<file path="src/rtl/led_lights_pkg.sv">
// led_lights_pkg: shared types and helpers for the LED/seven-segment countdown blocks
package led_lights_pkg;

    typedef enum logic [1:0] {IDLE, RUN, PAUSE, DONE} state_t;

    localparam logic [3:0] BCD_NINE = 4'd9;

    function automatic logic [3:0] bcd_sat(input logic [3:0] nibble);
        return (nibble > BCD_NINE) ? BCD_NINE : nibble;
    endfunction

endpackage

</file>
<file path="src/rtl/tick_prescaler.sv">
// tick_prescaler: free-running divider issuing one tick every TICK_DIV enabled cycles
module tick_prescaler #(
    parameter int TICK_DIV = 25_000_000
) (
    input  logic clk,
    input  logic rst_n,
    input  logic clear,
    input  logic enable,
    output logic tick
);

    localparam int PRE_W = $clog2(TICK_DIV);
    localparam logic [PRE_W-1:0] LAST = PRE_W'(TICK_DIV - 1);

    logic [PRE_W-1:0] pre;

    assign tick = enable && (pre == LAST);

    // phase counter: clear wins, otherwise advance only while enabled and wrap on tick
    always_ff @(posedge clk or negedge rst_n) begin
        if (!rst_n)
            pre <= '0;
        else if (clear)
            pre <= '0;
        else if (enable)
            pre <= tick ? '0 : pre + 1'b1;
    end

endmodule

</file>
<file path="src/rtl/countdown_timer_ctrl.sv">
// countdown_timer_ctrl: BCD countdown with pause/resume/abort; COUNTDOWN_AUTO_RELOAD_EN adds periodic reload
module countdown_timer_ctrl
    import led_lights_pkg::*;
#(
    parameter int DIGITS   = 4,
    parameter int TICK_DIV = 25_000_000
) (
    input  logic                clk,
    input  logic                rst_n,
    input  logic [DIGITS*4-1:0] load_bcd,
    input  logic                start,
    input  logic                pause,
    input  logic                abort,
    output logic [DIGITS*4-1:0] bcd_out,
    output logic                disp_valid,
    output logic                busy,
    output logic                paused,
    output logic                done
);

    localparam int W = DIGITS * 4;

    state_t         state, state_nx;
    logic [W-1:0]   count, count_nx, load_sat, count_dec;
    logic           load_go, clear, enable, tick;

    for (genvar i = 0; i < DIGITS; i++) begin : g_sat
        assign load_sat[i*4 +: 4] = bcd_sat(load_bcd[i*4 +: 4]);
    end

    // start in IDLE only counts when no higher-priority abort/pause is present
    assign load_go = (state == IDLE) && start && !abort && !pause;
    assign clear   = load_go || (abort && state != IDLE);

`ifdef COUNTDOWN_AUTO_RELOAD_EN
    logic [W-1:0] reload;

    // the DONE cycle doubles as the first prescaler cycle of the next period
    assign enable = ((state == RUN) && !abort && !pause) ||
                    ((state == DONE) && !abort && reload != '0);

    // keeps the sanitised start value for periodic reloads
    always_ff @(posedge clk or negedge rst_n) begin
        if (!rst_n)
            reload <= '0;
        else if (load_go)
            reload <= load_sat;
    end
`else
    assign enable = (state == RUN) && !abort && !pause;
`endif

    tick_prescaler #(.TICK_DIV(TICK_DIV)) u_prescaler (
        .clk    (clk),
        .rst_n  (rst_n),
        .clear  (clear),
        .enable (enable),
        .tick   (tick)
    );

    // BCD decrement: a zero digit becomes nine and passes the borrow upward
    always_comb begin
        logic borrow;
        count_dec = count;
        borrow    = 1'b1;
        for (int d = 0; d < DIGITS; d++) begin
            count_dec[d*4 +: 4] = borrow ? ((count[d*4 +: 4] == 4'd0) ? BCD_NINE : count[d*4 +: 4] - 4'd1)
                                         : count[d*4 +: 4];
            borrow = borrow && (count[d*4 +: 4] == 4'd0);
        end
    end

    // next state and count, with abort > pause > start > tick in every state
    always_comb begin
        state_nx = state;
        count_nx = count;
        case (state)
            IDLE: begin
                if (load_go) begin
                    count_nx = load_sat;
                    state_nx = (load_sat == '0) ? DONE : RUN;
                end
            end
            RUN: begin
                if (abort) begin
                    state_nx = IDLE;
                    count_nx = '0;
                end else if (!pause && tick && count != '0) begin
                    count_nx = count_dec;
                    state_nx = (count == W'(1)) ? DONE : RUN;
                end else if (pause) begin
                    state_nx = PAUSE;
                end
            end
            PAUSE: begin
                if (abort) begin
                    state_nx = IDLE;
                    count_nx = '0;
                end else if (start) begin
                    state_nx = RUN;
                end
            end
            DONE: begin
`ifdef COUNTDOWN_AUTO_RELOAD_EN
                state_nx = (!abort && reload != '0) ? RUN : IDLE;
                count_nx = (!abort && reload != '0) ? reload : '0;
`else
                state_nx = IDLE;
`endif
            end
            default: state_nx = IDLE;
        endcase
    end

    // state, count and status flags all registered from the next state
    always_ff @(posedge clk or negedge rst_n) begin
        if (!rst_n) begin
            state      <= IDLE;
            count      <= '0;
            disp_valid <= 1'b0;
            busy       <= 1'b0;
            paused     <= 1'b0;
            done       <= 1'b0;
        end else begin
            state      <= state_nx;
            count      <= count_nx;
            disp_valid <= state_nx != IDLE;
            busy       <= (state_nx == RUN) || (state_nx == PAUSE);
            paused     <= state_nx == PAUSE;
            done       <= state_nx == DONE;
        end
    end

    assign bcd_out = count;

endmodule

</file>
<file path="config.mk">
export PLATFORM = sky130hd
export DESIGN_NAME = countdown_timer_ctrl
export DESIGN_NICKNAME = d
export VERILOG_FILES = /design/src/rtl/led_lights_pkg.sv /design/src/rtl/tick_prescaler.sv /design/src/rtl/countdown_timer_ctrl.sv
export SDC_FILE = /design/constraint.sdc
export NUM_CORES = 1
export LEC_CHECK = 0
export ABC_AREA = 1
export CAP_MARGIN = 15
export CORE_UTILIZATION = 40
export CTS_CLUSTER_DIAMETER = 50
export DETAILED_ROUTE_END_ITERATION = 8
export HOLD_SLACK_MARGIN = 0.05
export RECOVER_POWER = 25
export SYNTH_ARGS = -nofsm -noshare
export SYNTH_HDL_FRONTEND = slang
export SYNTH_HIERARCHICAL = 1
export SYNTH_SLANG_ARGS = --single-unit
</file>
<file path="constraint.sdc">
create_clock -name clk -period 6.6 [get_ports clk]
set_clock_uncertainty 0.2 [all_clocks]
set_input_delay 0.99 -clock clk [delete_from_list [all_inputs] [get_ports clk]]
set_output_delay 0.99 -clock clk [all_outputs]
set_load 0.005 [all_outputs]
</file>
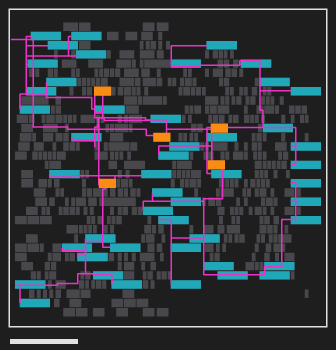
*Clock wires, drivers and flops, run 1*
Scale bar: 20 um.
[magenta] clock wires | length: 698 um
[orange] clock-net drivers | count: 5
[cyan] flip-flops | count: 47
flops lie	spread over the die
clock network power: 0.000226 W
Skew-Pair Late Insertion Delay: 0.30 ns
fraction of power consumed by the clock network: 0.163

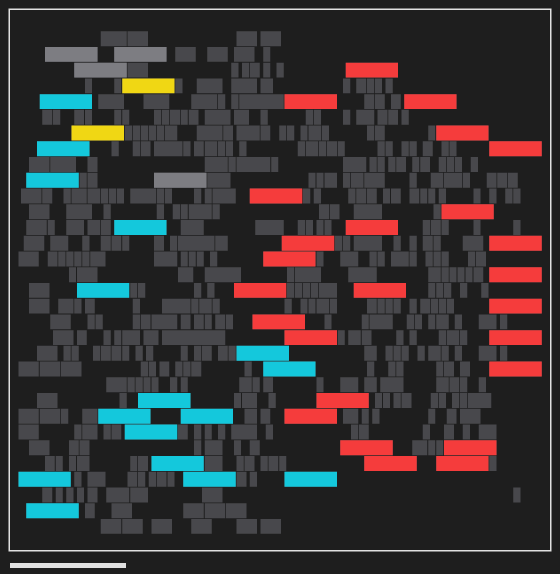
*Sequential cells coloured by netlist name, run 1*
Scale bar: 20 um.
colour	name in the netlist	placed flops
yellow	state	2
red	u_prescaler/pre	25
cyan	bcd_out	16
not coloured	4
flip-flop and latch share of the layout cell area: 0.297
FF+latch area: 0.00118 mm^2
sequential power: 0.000419 W
final core utilization: 0.502

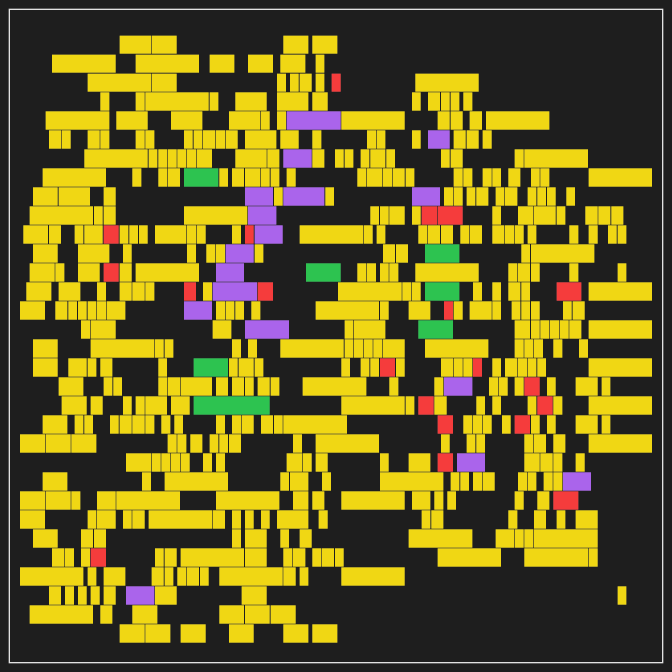
*Drive-strength map, run 1*
colour	size	cells	share	most used
purple	x3 and x4	17	3.3%	nor2_4
green	x6 and larger	7	1.4%	clkbuf_8
yellow	x1 and smaller	470	91%	nand2_1
red	x2	20	3.9%	nor2_2
area overhead of the layout relative to synthesis: 18.6%
final standard cell area without fillers: 0.00396 mm^2
number of ordinary and repair buffers in the finished layout: 41

==> impl_metrics.json, run 1 <==
{
  "nonClockInverterCount": 62,
  "layout.cells.most_common": "sky130_fd_sc_hd__nand2_1",
  "portBuffers": 40,
  "cts_post_setup_buffers_inserted": 0,
  "place_congestion": 0.867,
  "dr_drc_count": 0,
  "hold-path-cell-count": 2,
  "core_region_area_mm2": 0.00789,
  "initialDrtViolationCount": 124,
  "critPathCapture": "busy",
  "final_min_period_over_clock_period": 0.531,
  "timing.final.crit_period_ns": 3.51,
  "largest_class": "logic gates",
  "power_density_mw_per_mm2": 349,
  "cell_class_contributing_the_biggest_share_of_worst_path_delay": "simple AND/OR/NAND/NOR gates",
  "timing_max_transition_violations_final": 35,
  "whs_ns": 0.321,
  "num_sequential": 47,
  "fmaxAchievable_ghz": 0.285,
  "synthAoiAreaFrac": 0.0952,
  "synth-main-ff-cell": "sky130_fd_sc_hd__dfrtp_1",
  "synth_area_mm2": 0.00334,
  "report.final.hold_viol_count": 0,
  "synth.lib_cells_used.distinct": 39,
  "antenna_violating_nets_post_route": 0,
  "drtPass1Iterations": 4,
  "rr_endpoint": "busy",
  "initial_utilization": 0.423,
  "rsz0062_at_grt": "false",
  "post-place-ws_ns": 2.76,
  "startpoint_of_the_worst_hold_path": "u_prescaler/pre[1]",
  "floorplan_net_count": 503,
  "place.detailed.instances": 607,
  "timing.hold.worst.class": "reg -> reg",
  "detailed_place.area_mm2": 0.00384,
  "detailed_route_via_count": 3090,
  "synth-edff-count": 0,
  "most_common_cell": "sky130_fd_sc_hd__nand2_1",
  "bufAreaShareNonClock": 0.101,
  "cts_buffer_depth": 2,
  "setup_tns_ns": 0,
  "static-leakage-power_nw": 1.75,
  "finalNonFillerCells": 616,
  "synth_chip_area_mm2": 0.00334,
  "reg2reg_slack_ns": 3.53,
  "report.power.total_w": 0.00138,
  "wl_per_cell_um": 13.0,
  "fp.dieArea_mm2": 0.00872,
  "worstSetupPathType": "in -> reg",
  "synth.largest_area_cell": "sky130_fd_sc_hd__dfrtp_1",
  "arrival_worst_endpoint_ns": 3.51,
  "final_layout_top_logic_cells": "sky130_fd_sc_hd__nand2_1, sky130_fd_sc_hd__nor2_1, sky130_fd_sc_hd__inv_1, sky130_fd_sc_hd__dfrtp_1, sky130_fd_sc_hd__clkdlybuf4s50_1",
  "cts_root_buffer": "sky130_fd_sc_hd__clkbuf_8",
  "tightest_pin_transition_ns": 1.85,
  "netlist_top_cells_area": "sky130_fd_sc_hd__dfrtp_1, sky130_fd_sc_hd__nand2_1, sky130_fd_sc_hd__nor2_1, sky130_fd_sc_hd__inv_1, sky130_fd_sc_hd__ha_1",
  "synth-simple-area-share": 0.397,
  "layout_cell_share_with_drive_strength_beyond_1": 0.0856,
  "first_global_vias": 3065,
  "timing.critical_path.from_type": "input pin",
  "cp.buffers_inverters": 4,
  "worst_slack_setup_final_ns": 3.09,
  "largest_register_ffs": 25,
  "first_pass_grt_wire_length_um": 14300,
  "floorplan.rows": 32,
  "clock_buffer_and_inverter_area_fraction_after_layout": 0.0297,
  "topCombFamilyByArea": "simple AND/OR/NAND/NOR gates",
  "cts-htree-levels": 2,
  "crit_cells": 15,
  "ys_seq_share": 0.352,
  "yosys_warns": 6,
  "mean_area_per_synthesized_cell_um2": 7.13,
  "cpMostUsedCell": "sky130_fd_sc_hd__nor2_1",
  "antenna_violations_before_repair": 0,
  "final_nets": 548,
  "violated_checks": "max-capacitance violations, max-slew violations",
  "clkTransAtPathRegs_ns": 0.09,
  "critPathMaxStageDelay_ns": 0.41,
  "yosys.area_share.xor_xnor": 0.0262,
  "insertedDiodeCount": 0,
  "largest-register": "u_prescaler/pre",
  "ctsHoldBuffers": 0,
  "grt_max_degree": 48,
  "yosysTopAreaCellShare": 0.352,
  "grt_overflow_total": 0,
  "relSlewSlack": -0.232,
  "nMultiInputCombCells": 356,
  "vdd_ir_drop_max_mv": 0.194,
  "route.detailed.vias_per_inst": 5.02,
  "clockBufferCount": 6,
  "critical_path_required_ns": 6.61,
  "cts.repair.resized": 0,
  "slowest_stage_cell_cp": "sky130_fd_sc_hd__clkdlybuf4s50_1",
  "count_of_boundary_i_o_pins": 41,
  "synth.mux.area_fraction": 0,
  "synth-async-reset-ratio": 1.00,
  "synth_cells": 468,
  "crit-reg2reg-launch": "state[1]",
  "critical_path_cell_by_cell": "clkdlybuf4s50_1 -> inv_2 -> nand2_4 -> nor2_1 -> nand4_1 -> nor2_1 -> nand2_1 -> nor4_1 -> inv_1 -> nor2_1 -> nand2_4 -> o21ai_0 -> o21ai_0 -> ha_1 -> inv_1",
  "route.final.wire_length_um": 8030,
  "yosys-stat-cells": 468,
  "synth-adder-area-share": 0.0525,
  "chipWidth_um": 93.4,
  "n_tap_cell": 102,
  "layout.area.comb_mm2": 0.00191,
  "gr-usage-all-layers": 0.206,
  "max_cap_viol_count": 1,
  "critPathCaptureType": "register",
  "worst_r2r_path_depth": 15,
  "synth_flop_count": 47,
  "log.warning_count": 34,
  "cts_tree": "built",
  "num-fill-cells": 773,
  "top_cells_by_count": "sky130_fd_sc_hd__nand2_1, sky130_fd_sc_hd__nor2_1, sky130_fd_sc_hd__inv_1",
  "report.final.setup_viol": 0,
  "cts.sinks": 47,
  "hold_path_end": "u_prescaler/pre[1]",
  "hpwlAfterDp_um": 6170,
  "status": "complete, but fails checks",
  "worstSetupStartpoint": "abort",
  "cts-buffers-inserted": 5
}
[run 1: cells by family (layout without fill, tap and decap cells)]
kind of cell	count (synthesis)	in the layout
AND/OR/NAND/NOR	278	278
adder cells (fa/ha/maj)	14	14
flip-flops	47	47
buffers and inverters	65	111
XOR/XNOR	10	10
AND-OR/OR-AND	54	54
[run 1: routing by layer]
layer  vias to the layer above  routed length (um)  part of all wire  global-route usage
li1                       1590                   -                 -                   -
met3                        10                 285             0.036              0.0333
met1                      1427                3770              0.47               0.269
met2                        63                3840              0.48               0.353
met5                         -                   0                 0                   0
met4                         0                 130             0.016              0.0551
[run 1: where the power goes]
group	switching, W	internal [W]	total, W
clock	0.000103	0.000123	0.000226
combinational	0.000445	0.000293	0.000738
sequential	0.0000673	0.000351	0.000419
### Signal metal coverage by tile, run 1

19 x 19 tiles, from dark blue (low) to red (high), scaled to the fullest tile. Values are wire area over tile area, all layers added.
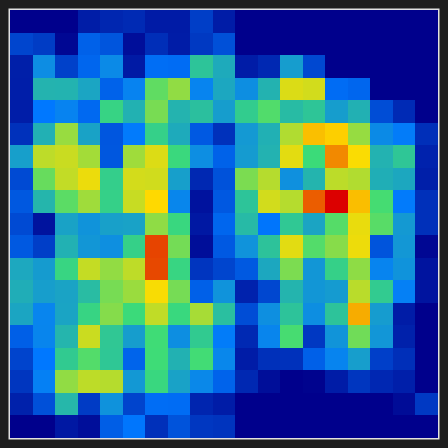

==> run 1 -> run 2 <==
==> constraint.sdc (replaced) <==
create_clock -name clk -period 3.3 [get_ports clk]
set_clock_uncertainty 0.2 [all_clocks]
set_input_delay 0.495 -clock clk [delete_from_list [all_inputs] [get_ports clk]]
set_output_delay 0.495 -clock clk [all_outputs]
set_load 0.005 [all_outputs]
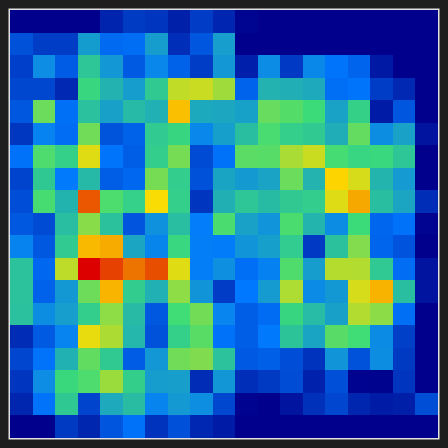
*Signal metal coverage by tile, run 2*
19 x 19 tiles, from dark blue (low) to red (high), scaled to the fullest tile. Values are wire area over tile area, all layers added.
densest ninth of the die	left middle
mean over tiles	0.15
fullest tile	0.49
tiles over half the peak	18%
nearly empty tiles	14%
drt total wl: 8180 um
Routed wire per std cell: 13.2 um

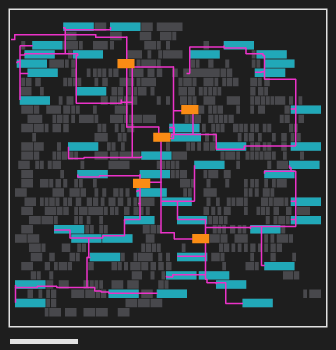
*Clock wires, drivers and flops, run 2*
Scale bar: 20 um.
[magenta] clock wires | length: 742 um
[cyan] flip-flops | count: 47
[orange] clock-net drivers | count: 5
routed clock nets	6
fraction of power consumed by the clock network: 0.165
Skew-Pair Late Insertion Delay: 0.31 ns

==> run 2 against run 1 <==
The run now ends clean. Final cell count rose by 0.49%. Synthesized area did not move. First-iteration DRC count rose by 21%. Sequential cell count did not move. Global-route usage fell by 0.24 points. Critical path depth did not move. Via count rose by 1.2%. Die size did not move.
==> impl_metrics.json, run 2 <==
{
  "ys_seq_share": 0.352,
  "largest_register_ffs": 25,
  "critical_path_cell_by_cell": "inv_1 -> ha_1 -> nand2_4 -> nor2_1 -> nand4_1 -> nor2_1 -> nand2_1 -> nor4_1 -> inv_1 -> nor2_1 -> nand2_4 -> o21ai_0 -> o21ai_0 -> ha_1 -> inv_1",
  "num-fill-cells": 769,
  "hpwlAfterDp_um": 6160,
  "relSlewSlack": 0.427,
  "final_nets": 551,
  "insertedDiodeCount": 0,
  "most_common_cell": "sky130_fd_sc_hd__nand2_1",
  "gr-usage-all-layers": 0.204,
  "route.detailed.vias_per_inst": 5.05,
  "drtPass1Iterations": 4,
  "core_region_area_mm2": 0.00789,
  "detailed_place.area_mm2": 0.00385,
  "crit-reg2reg-launch": "state[1]",
  "cts_root_buffer": "sky130_fd_sc_hd__clkbuf_8",
  "layout.cells.most_common": "sky130_fd_sc_hd__nand2_1",
  "synth-async-reset-ratio": 1.00,
  "met3_length_um": 318,
  "ctsHoldBuffers": 0,
  "reg2reg_slack_ns": 0.36,
  "max_cap_viol_count": 0,
  "power_frac_seq": 0.299,
  "synth.lib_cells_used.distinct": 39,
  "yosys.area_share.xor_xnor": 0.0262,
  "first_pass_grt_wire_length_um": 14000,
  "synth_cells": 468,
  "dr_drc_count": 0,
  "status": "completed",
  "cts.repair.resized": 0,
  "clock_power_w": 0.000463,
  "detailed_route_via_count": 3127,
  "nMultiInputCombCells": 356,
  "final-seq-area_mm2": 0.00118,
  "static-leakage-power_nw": 1.77,
  "yosysTopAreaCellShare": 0.352,
  "floorplan_net_count": 503,
  "hold_path_end": "u_prescaler/pre[1]",
  "clockBufferCount": 6,
  "yosys_warns": 6,
  "log.warning_count": 34,
  "worst_r2r_path_depth": 15,
  "layout.non_clock_buffers": 44,
  "cts_buffer_depth": 2,
  "post-route-cell-area_mm2": 0.00398,
  "timing.hold.worst.class": "reg -> reg",
  "yosys-stat-cells": 468,
  "synth_flop_count": 47,
  "synth-main-ff-cell": "sky130_fd_sc_hd__dfrtp_1",
  "comb_cell_power_w": 0.00150,
  "clkTransAtPathRegs_ns": 0.10,
  "synth.mux.area_fraction": 0,
  "final_min_period_over_clock_period": 0.891,
  "worstSetupPathType": "reg -> reg",
  "rsz0062_at_grt": "false",
  "place_congestion": 0.829,
  "antenna_violations_before_repair": 0,
  "worstSetupStartpoint": "state[1]",
  "intPower_w": 0.00155,
  "count_of_boundary_i_o_pins": 41,
  "first_global_vias": 3026,
  "fp.dieArea_mm2": 0.00872,
  "largest_class": "logic gates",
  "cts_post_setup_buffers_inserted": 0,
  "startpoint_of_the_worst_hold_path": "u_prescaler/pre[1]",
  "layout.area.comb_mm2": 0.00191,
  "cts-htree-levels": 2,
  "critical_path_required_ns": 3.31,
  "largest-register": "u_prescaler/pre",
  "cts.sinks": 47,
  "n_tap_cell": 102,
  "detail_route.wirelength.met1_um": 3820,
  "clock_buffer_and_inverter_area_fraction_after_layout": 0.0295,
  "synth.largest_area_cell": "sky130_fd_sc_hd__dfrtp_1",
  "power_density_mw_per_mm2": 703,
  "power.share.switching": 0.448,
  "top_layer_used": "met4",
  "nonClockInverterCount": 62,
  "portBuffers": 40,
  "comb_pwr_share": 0.535,
  "met3_usage": 0.0309,
  "timing_max_transition_violations_final": 0,
  "power.sequential.total_w": 0.000838,
  "synth-adder-area-share": 0.0525,
  "cp.buffers_inverters": 3,
  "crit_cells": 15,
  "hold-path-cell-count": 2,
  "initialDrtViolationCount": 150,
  "grt_util_met2": 0.354,
  "cts_tree": "built",
  "cell_class_contributing_the_biggest_share_of_worst_path_delay": "simple AND/OR/NAND/NOR gates",
  "synth-simple-area-share": 0.397,
  "synth_chip_area_mm2": 0.00334
}
run 2: kinds of logic after synthesis:
logic type,count (synthesis)
DFF,47
xor gates and xnor gates,10
and+or+nand+nor,278
adders and majority gates,14
AOI/OAI and AO/OA,54
buffers and inverters,65
run 2: metrics by stage:
step / total power [W] / util / worst slack [ns] / hold WS [ns] / instances
after floorplan: 0.00185 / - / 0.620 / -0.000591 / 468
after global placement: 0.00233 / 0.488 / 0.195 / 0.296 / 609
after detailed placement: 0.00235 / 0.488 / 0.0989 / 0.304 / 609
after CTS: 0.00282 / 0.503 / 0.303 / 0.230 / 617
after global routing: 0.00306 / 0.505 / 0.0218 / 0.341 / 619
final: 0.00280 / 0.505 / 0.360 / 0.322 / 619
Power is estimated from default activity; no workload was simulated.
